## config.mk

```make
export PLATFORM = sky130hd
export DESIGN_NAME = sensor_conditioner
export DESIGN_NICKNAME = d
export VERILOG_FILES = /design/src/rtl/irrigation_pkg.sv /design/src/rtl/debounce_ch.sv /design/src/rtl/sensor_conditioner.sv
export SDC_FILE = /design/constraint.sdc
export NUM_CORES = 1
export LEC_CHECK = 0
export CORE_MARGIN = 5
export CORE_UTILIZATION = 60
export DETAILED_ROUTE_END_ITERATION = 16
export PLACE_DENSITY = 0.85
export SLEW_MARGIN = 25
export SYNTH_ARGS = -nofsm -noshare
export SYNTH_HDL_FRONTEND = slang
export SYNTH_HIERARCHICAL = 1
export SYNTH_SLANG_ARGS = --single-unit
```

## constraint.sdc

```tcl
create_clock -name Clk -period 5.9 [get_ports Clk]
set_input_delay 1.18 -clock Clk [delete_from_list [all_inputs] [get_ports Clk]]
set_output_delay 1.18 -clock Clk [all_outputs]
set_load 0.01 [all_outputs]
```

## src/rtl/irrigation_pkg.sv

```systemverilog
// Shared irrigation definitions: parameter defaults, counter widths,
// channel indices and the Bs/Vs conflict FSM encoding.
package irrigation_pkg;

  localparam int unsigned TICK_DIV_DEF    = 1000;
  localparam int unsigned DEB_TICKS_DEF   = 8;
  localparam int unsigned FAULT_TICKS_DEF = 16;

  // Widths sized for the full legal parameter ranges (65535 / 255 / 255)
  localparam int unsigned PRE_W   = 16;
  localparam int unsigned DEB_W   = 8;
  localparam int unsigned FAULT_W = 8;

  localparam int unsigned N_CH    = 4;
  localparam int unsigned CH_US   = 3;
  localparam int unsigned CH_BS   = 2;
  localparam int unsigned CH_VS   = 1;
  localparam int unsigned CH_ADUB = 0;

  typedef enum logic [1:0] {
    CONF_OK    = 2'd0,
    CONF_PEND  = 2'd1,
    CONF_FAULT = 2'd2
  } conf_state_e;

  typedef struct packed {
    logic us;
    logic bs;
    logic vs;
    logic adub;
    logic err;
  } cond_out_t;

endpackage

```

## src/rtl/debounce_ch.sv

```systemverilog
// One sensor channel: two-flop synchronizer followed by a tick-based
// debouncer that toggles its stable level after DEB_TICKS differing ticks.
module debounce_ch
  import irrigation_pkg::*;
#(
  parameter int unsigned DEB_TICKS = DEB_TICKS_DEF
) (
  input  logic clk,
  input  logic rst,
  input  logic tick,
  input  logic raw,
  output logic level,
  output logic level_nxt_c
);

  logic             sync_q1;
  logic             sync_q2;
  logic [DEB_W-1:0] cnt;
  logic [DEB_W-1:0] cnt_nxt;

  always_ff @(posedge clk or posedge rst) begin
    if (rst) begin
      sync_q1 <= 1'b0;
      sync_q2 <= 1'b0;
    end else begin
      sync_q1 <= raw;
      sync_q2 <= sync_q1;
    end
  end

  // Count differing ticks; the toggle and counter clear share one cycle
  always_comb begin
    level_nxt_c = level;
    cnt_nxt     = cnt;
    if (tick) begin
      if (sync_q2 != level) begin
        if (cnt >= DEB_W'(DEB_TICKS - 1)) begin
          level_nxt_c = ~level;
          cnt_nxt     = '0;
        end else begin
          cnt_nxt = cnt + DEB_W'(1);
        end
      end else begin
        cnt_nxt = '0;
      end
    end
  end

  always_ff @(posedge clk or posedge rst) begin
    if (rst) begin
      level <= 1'b0;
      cnt   <= '0;
    end else begin
      level <= level_nxt_c;
      cnt   <= cnt_nxt;
    end
  end

endmodule

```

## src/rtl/sensor_conditioner.sv

```systemverilog
// Conditions the four raw irrigation inputs: shared tick prescaler, four
// debounced channels, Bs/Vs conflict fault FSM and a change pulse.
module sensor_conditioner
  import irrigation_pkg::*;
#(
  parameter int unsigned TICK_DIV    = TICK_DIV_DEF,
  parameter int unsigned DEB_TICKS   = DEB_TICKS_DEF,
  parameter int unsigned FAULT_TICKS = FAULT_TICKS_DEF
) (
  input  logic Clk,
  input  logic Rst,
  input  logic Us_raw,
  input  logic Bs_raw,
  input  logic Vs_raw,
  input  logic Adub_raw,
  output logic Us,
  output logic Bs,
  output logic Vs,
  output logic Adub,
  output logic Err,
  output logic Chg
);

  logic [PRE_W-1:0]   pre_cnt;
  logic               tick_c;
  logic [N_CH-1:0]    raw_vec;
  logic [N_CH-1:0]    lvl;
  logic [N_CH-1:0]    lvl_nxt;
  conf_state_e        state;
  conf_state_e        state_nxt;
  logic [FAULT_W-1:0] fcnt;
  logic [FAULT_W-1:0] fcnt_nxt;
  logic               conflict_c;
  logic               bs_q;
  logic               vs_q;
  logic               err_q;
  logic               chg_q;
  cond_out_t          out_cur;
  cond_out_t          out_prev;

  assign tick_c = (pre_cnt == PRE_W'(TICK_DIV - 1));

  always_ff @(posedge Clk or posedge Rst) begin
    if (Rst) begin
      pre_cnt <= '0;
    end else if (tick_c) begin
      pre_cnt <= '0;
    end else begin
      pre_cnt <= pre_cnt + PRE_W'(1);
    end
  end

  assign raw_vec[CH_US]   = Us_raw;
  assign raw_vec[CH_BS]   = Bs_raw;
  assign raw_vec[CH_VS]   = Vs_raw;
  assign raw_vec[CH_ADUB] = Adub_raw;

  for (genvar i = 0; i < N_CH; i++) begin : g_ch
    debounce_ch #(
      .DEB_TICKS(DEB_TICKS)
    ) u_ch (
      .clk        (Clk),
      .rst        (Rst),
      .tick       (tick_c),
      .raw        (raw_vec[i]),
      .level      (lvl[i]),
      .level_nxt_c(lvl_nxt[i])
    );
  end

  assign conflict_c = lvl[CH_BS] & lvl[CH_VS];

  always_ff @(posedge Clk or posedge Rst) begin
    if (Rst) begin
      state <= CONF_OK;
      fcnt  <= '0;
    end else begin
      state <= state_nxt;
      fcnt  <= fcnt_nxt;
    end
  end

  // Conflict must persist FAULT_TICKS ticks; counter parks at its limit
  always_comb begin
    state_nxt = state;
    fcnt_nxt  = fcnt;
    unique case (state)
      CONF_OK: begin
        if (conflict_c) begin
          state_nxt = CONF_PEND;
          fcnt_nxt  = '0;
        end
      end
      CONF_PEND: begin
        if (!conflict_c) begin
          state_nxt = CONF_OK;
        end else if (tick_c) begin
          if (fcnt >= FAULT_W'(FAULT_TICKS - 1)) begin
            state_nxt = CONF_FAULT;
            fcnt_nxt  = FAULT_W'(FAULT_TICKS);
          end else begin
            fcnt_nxt = fcnt + FAULT_W'(1);
          end
        end
      end
      CONF_FAULT: begin
        if (!lvl[CH_BS] && !lvl[CH_VS]) begin
          state_nxt = CONF_OK;
        end
      end
      default: state_nxt = CONF_OK;
    endcase
  end

  // Built from next-state values so Bs/Vs move in the same cycle as Us/Adub
  always_ff @(posedge Clk or posedge Rst) begin
    if (Rst) begin
      bs_q  <= 1'b0;
      vs_q  <= 1'b0;
      err_q <= 1'b0;
    end else begin
      bs_q  <= lvl_nxt[CH_BS] && (state_nxt != CONF_FAULT);
      vs_q  <= lvl_nxt[CH_VS] && (state_nxt != CONF_FAULT);
      err_q <= (state_nxt == CONF_FAULT);
    end
  end

  assign out_cur = '{us: lvl[CH_US], bs: bs_q, vs: vs_q, adub: lvl[CH_ADUB], err: err_q};

  always_ff @(posedge Clk or posedge Rst) begin
    if (Rst) begin
      out_prev <= '0;
      chg_q    <= 1'b0;
    end else begin
      out_prev <= out_cur;
      chg_q    <= (out_cur != out_prev);
    end
  end

  assign Us   = lvl[CH_US];
  assign Adub = lvl[CH_ADUB];
  assign Bs   = bs_q;
  assign Vs   = vs_q;
  assign Err  = err_q;
  assign Chg  = chg_q;

endmodule

```

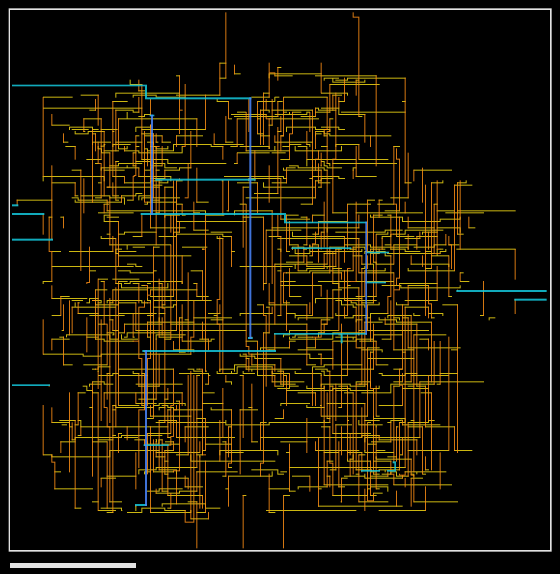
Figure 1: run 1, metal layers overlaid.
The bar under the picture is 20 um long.
legend:
  M1:
    colour: yellow
    wire_length: 2650 um
  M4:
    colour: blue
    wire_length: 95.9 um
  M3:
    colour: cyan
    wire_length: 192 um
  M2:
    colour: orange
    wire_length: 2930 um
total global-route track usage: 17.9%
total wire length: 5870 um

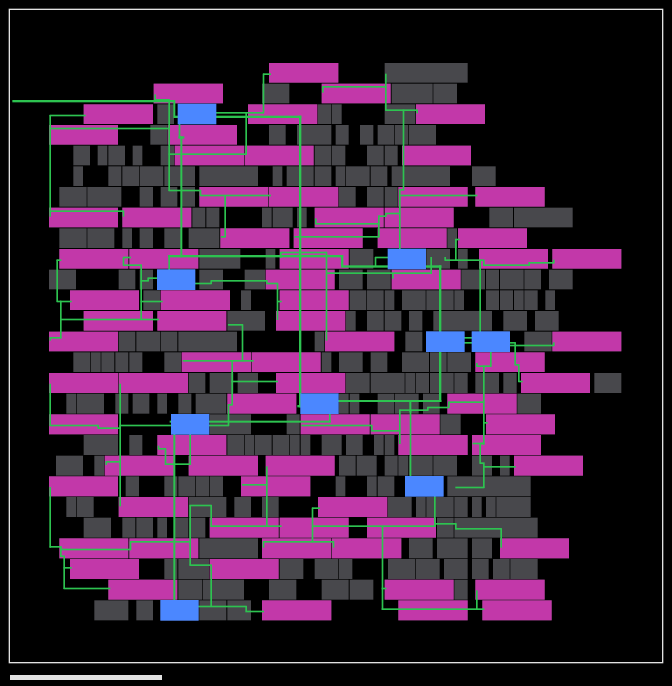
Figure 2: run 1, clock distribution.
The bar under the picture is 20 um long.
legend:
  clock wires:
    colour: green
    length: 901 um
  flip-flops:
    colour: magenta
    count: 79
  clock-net drivers:
    colour: blue
    count: 9
flops lie: widely spread
routed clock nets: 10
Clock Power Share: 46.8%
worst clock skew: 0.00960 ns

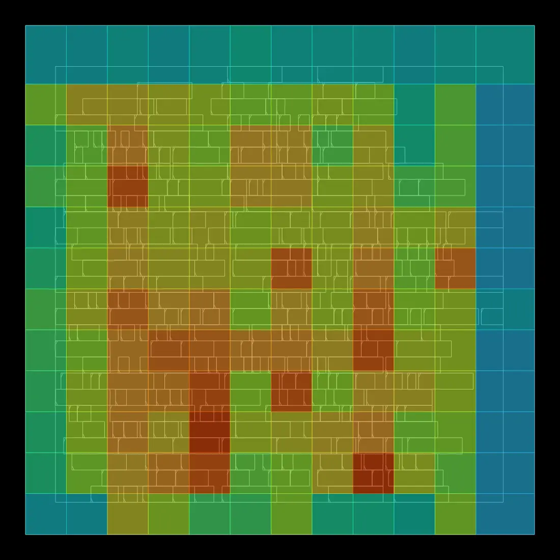
Figure 3: run 1, track usage over the die.
busiest grt layer: met2
DR WL/cell: 15.3 um
utilization after layout: 70.0%

==> notes.md, run 1 <==
impl run done, here's what came out: status finished, final reports clean, Hold Vio Cnt, Final 0, hold buffers post-CTS 0, combinational share of power 1.7%, worst hold path endpoint g_ch[1].u_ch/sync_q2$_DFF_PP0_, WHS 0.350 ns, yosys cell count 291, crit path cell chain ha_1 -> and4b_1 -> nand4_4 -> inv_2 -> a21boi_2 -> mux2_4 -> a21boi_0, total gr overflow 0, cells on worst reg2reg path 7, Tapcells 72, Commonest cells post-synth dfrtp_1, inv_1, a21oi_1, xor2_1, nand3_1, power in combinational cells 0.0175 mW, IO Port Bufs 11, Syn Nets 303, Reg clk slew, reported paths 0.07 ns, Mapped Area 3450 um^2, Yosys top cell by instances dfrtp_1, Seq. pwr 0.545 mW, ClkCell Share 6.58%, post-route clock period utilization 44.0%, wl on met1 2650 um, unrepaired setup endpoints after global routing no, Simple-Gate Area Share 17.8%, worst slack, placed 3.32 ns, Synth Warn # 6, Max Freq 385 MHz, CTS Buffer Depth 2, largest registers g_ch.u_ch/cnt x32, pre_cnt x16, fcnt x8, Switch Pwr 0.205 mW, Critical Path End Vs$_DFF_PP0_, Post-Layout Cell Count 384, CP Max Fanout 56, Yosys Chip Area 3450 um^2, Yosys reg bits 79, post-DP HPWL 3830 um, top cell category flip-flops and latches, post-synthesis cell type count 43, Crit Path Category register to register, Worst path top cell family by delay buffers and inverters, Synth mux share 3.49%, Async SR Flop Fraction 100%
## Run 2: what changed since run 1
==> constraint.sdc (replaced) <==
create_clock -name Clk -period 2.4 [get_ports Clk]
set_input_delay 0.48 -clock Clk [delete_from_list [all_inputs] [get_ports Clk]]
set_output_delay 0.48 -clock Clk [all_outputs]
set_load 0.01 [all_outputs]
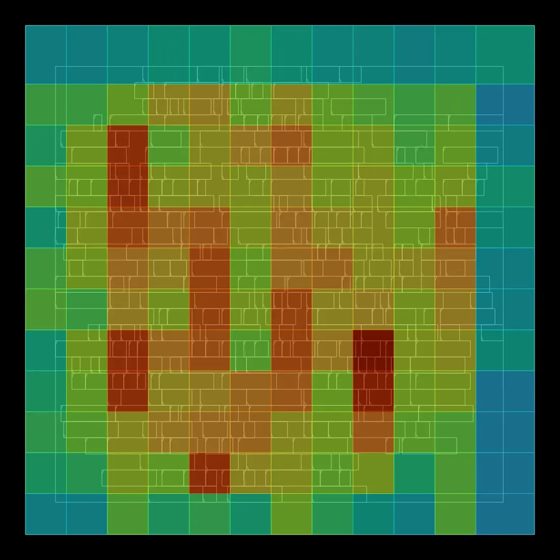
Figure 4: run 2, track usage over the die.
GR Layer Usage met2: 31.4%
total global-route track usage: 18.7%
DR WL/cell: 15.7 um
grt met1 use: 23.5%
met3 global-route usage: 3.27%

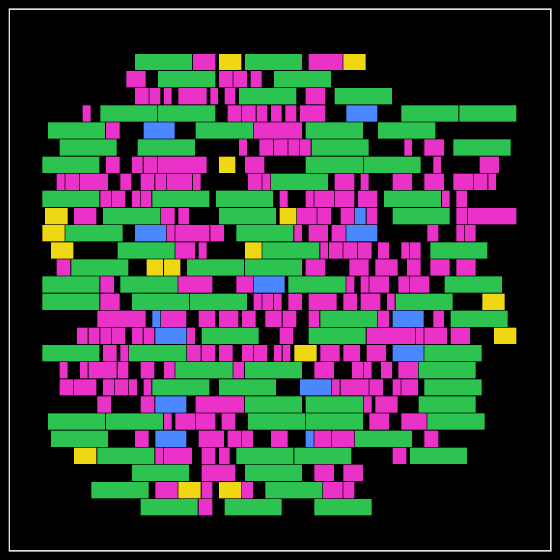
Figure 5: run 2, placed cells, one colour a class.
legend:
  registers:
    colour: green
    cells: 79
    share_of_their_area: 53%
  remaining buffers and delay cells:
    colour: yellow
    cells: 16
    share_of_their_area: 4.0%
  remaining logic cells:
    colour: magenta
    cells: 205
    share_of_their_area: 39%
  clock drivers and dummy loads:
    colour: blue
    cells: 14
    share_of_their_area: 4.4%
utilization after layout: 68.9%
design area: 3820 um^2
core area: 5540 um^2

==> notes.md, run 2 <==
impl run done, here's what came out: sequential power share 60.2% (was 51.5%), flop share of the area 51.8% (was 51.0%), CTS resizes 0 (unchanged), Crit Path Category register to register (unchanged), dominant logic cell types in the final layout dfrtp_1, inv_1, a21oi_1 (unchanged), Yosys Chip Area 3450 um^2 (unchanged), Tapcells 72 (unchanged), combinational share of cell area 35.5% (was 34.9%), static leakage power 1.84 nW (was 1.86 nW), Die Ht 85.8 um (unchanged), Async SR Flop Fraction 100% (unchanged), Max Freq 458 MHz (was 385 MHz), IO Port Bufs 11 (unchanged), Main power group registers (unchanged), Pins Over Slew Limit 0 (unchanged), Synth mux share 3.49% (unchanged), Syn Nets 303 (unchanged), hold-critical path depth 0 (unchanged), Worst path top cell family by delay buffers and inverters (unchanged), syn_area_per_cell 11.8 um^2 (unchanged), Max-Cap Viols 0 (unchanged), ClkCell Share 4.29% (was 6.58%), Non-clock buffers 16 (was 12), Reg area 1980 um^2 (unchanged), Clock Tree Root clkbuf_8 (unchanged), nonclk inv count 23 (unchanged), Switch Pwr 0.457 mW (was 0.205 mW), Yosys reg bits 79 (unchanged), Placed Area 3650 um^2 (was 3620 um^2), post-synthesis cell type count 43 (unchanged), antenna diode count 0 (unchanged), total power 2.23 mW (was 1.06 mW), Mapped Area 3450 um^2 (unchanged), cells on worst reg2reg path 7 (unchanged), Comb area 1350 um^2 (unchanged), WHS 0.351 ns (was 0.350 ns), Rows 27 (unchanged), top cell category flip-flops and latches (unchanged), crit path cell chain ha_1 -> and4b_1 -> nand4_4 -> inv_2 -> buf_4 -> a21boi_2 -> mux2_4 (was ha_1 -> and4b_1 -> nand4_4 -> inv_2 -> a21boi_2 -> mux2_4 -> a21boi_0), Commonest cells post-synth dfrtp_1, inv_1, a21oi_1, xor2_1, nand3_1 (unchanged), hold buffers post-CTS 0 (unchanged), Clock Power Share 37.8% (was 46.8%), combinational share of power 1.9% (was 1.7%), Synth Warn # 6 (unchanged), post-DP HPWL 4350 um (was 3830 um), max FFs per register 32 (unchanged), CLK BUF 13 (was 11), crit start category register (unchanged), wl on met1 2740 um (was 2650 um), unrepaired setup endpoints after global routing no (unchanged), initial antenna violation count 0 (unchanged), Hold Startpoint g_ch[3].u_ch/sync_q1$_DFF_PP0_ (was g_ch[1].u_ch/sync_q1$_DFF_PP0_), worst hold path endpoint g_ch[3].u_ch/sync_q2$_DFF_PP0_ (was g_ch[1].u_ch/sync_q2$_DFF_PP0_), Hold Vio Cnt, Final 0 (unchanged), post-route ant nets 0 (unchanged), # fillers 423 (was 410), Reg clk slew, reported paths 0.07 ns (about the same), Post-Layout Cell Count 386 (was 384), Die ar. 7360 um^2 (unchanged), post-route clock period utilization 90.9% (was 44.0%), reg2reg setup slack 0.22 ns (was 3.30 ns), power in combinational cells 0.0433 mW (was 0.0175 mW), final setup margin 0.219 ns (was 3.30 ns), CP Max Fanout 17 (was 56), Critical Path End g_ch[0].u_ch/level$_DFF_PP0_ (was Vs$_DFF_PP0_), worst slack, placed 0.233 ns (was 3.32 ns), largest registers g_ch.u_ch/cnt x32, pre_cnt x16, fcnt x8 (unchanged), metal3 WL 170 um (was 191 um), worst clock skew 0.00615 ns (was 0.00960 ns), vias in the first global route 2365 (was 2155), Yosys top cell by instances dfrtp_1 (unchanged), XOR Share, Synth 5.85% (unchanged), Slew @ Worst Pin 0.513 ns (was 0.838 ns), yosys cell count 291 (unchanged), total gr overflow 0 (unchanged), busiest grt layer met2 (unchanged), CP max stage delay 0.37 ns (was 0.67 ns), final setup TNS 0 ns (unchanged), Seq. pwr 1.34 mW (was 0.545 mW), Flops 79 (unchanged), Simple-Gate Area Share 17.8% (unchanged), total wire length 6070 um (was 5870 um), critical path depth 7 (unchanged), Top cell area share 57.4% (unchanged), status finished, final reports clean (unchanged), CTS Buffer Depth 2 (unchanged), Synth area leaders dfrtp_1, xor2_1, nor4_4, a21oi_1, inv_1 (unchanged)
Power and IR drop assume default switching activity.
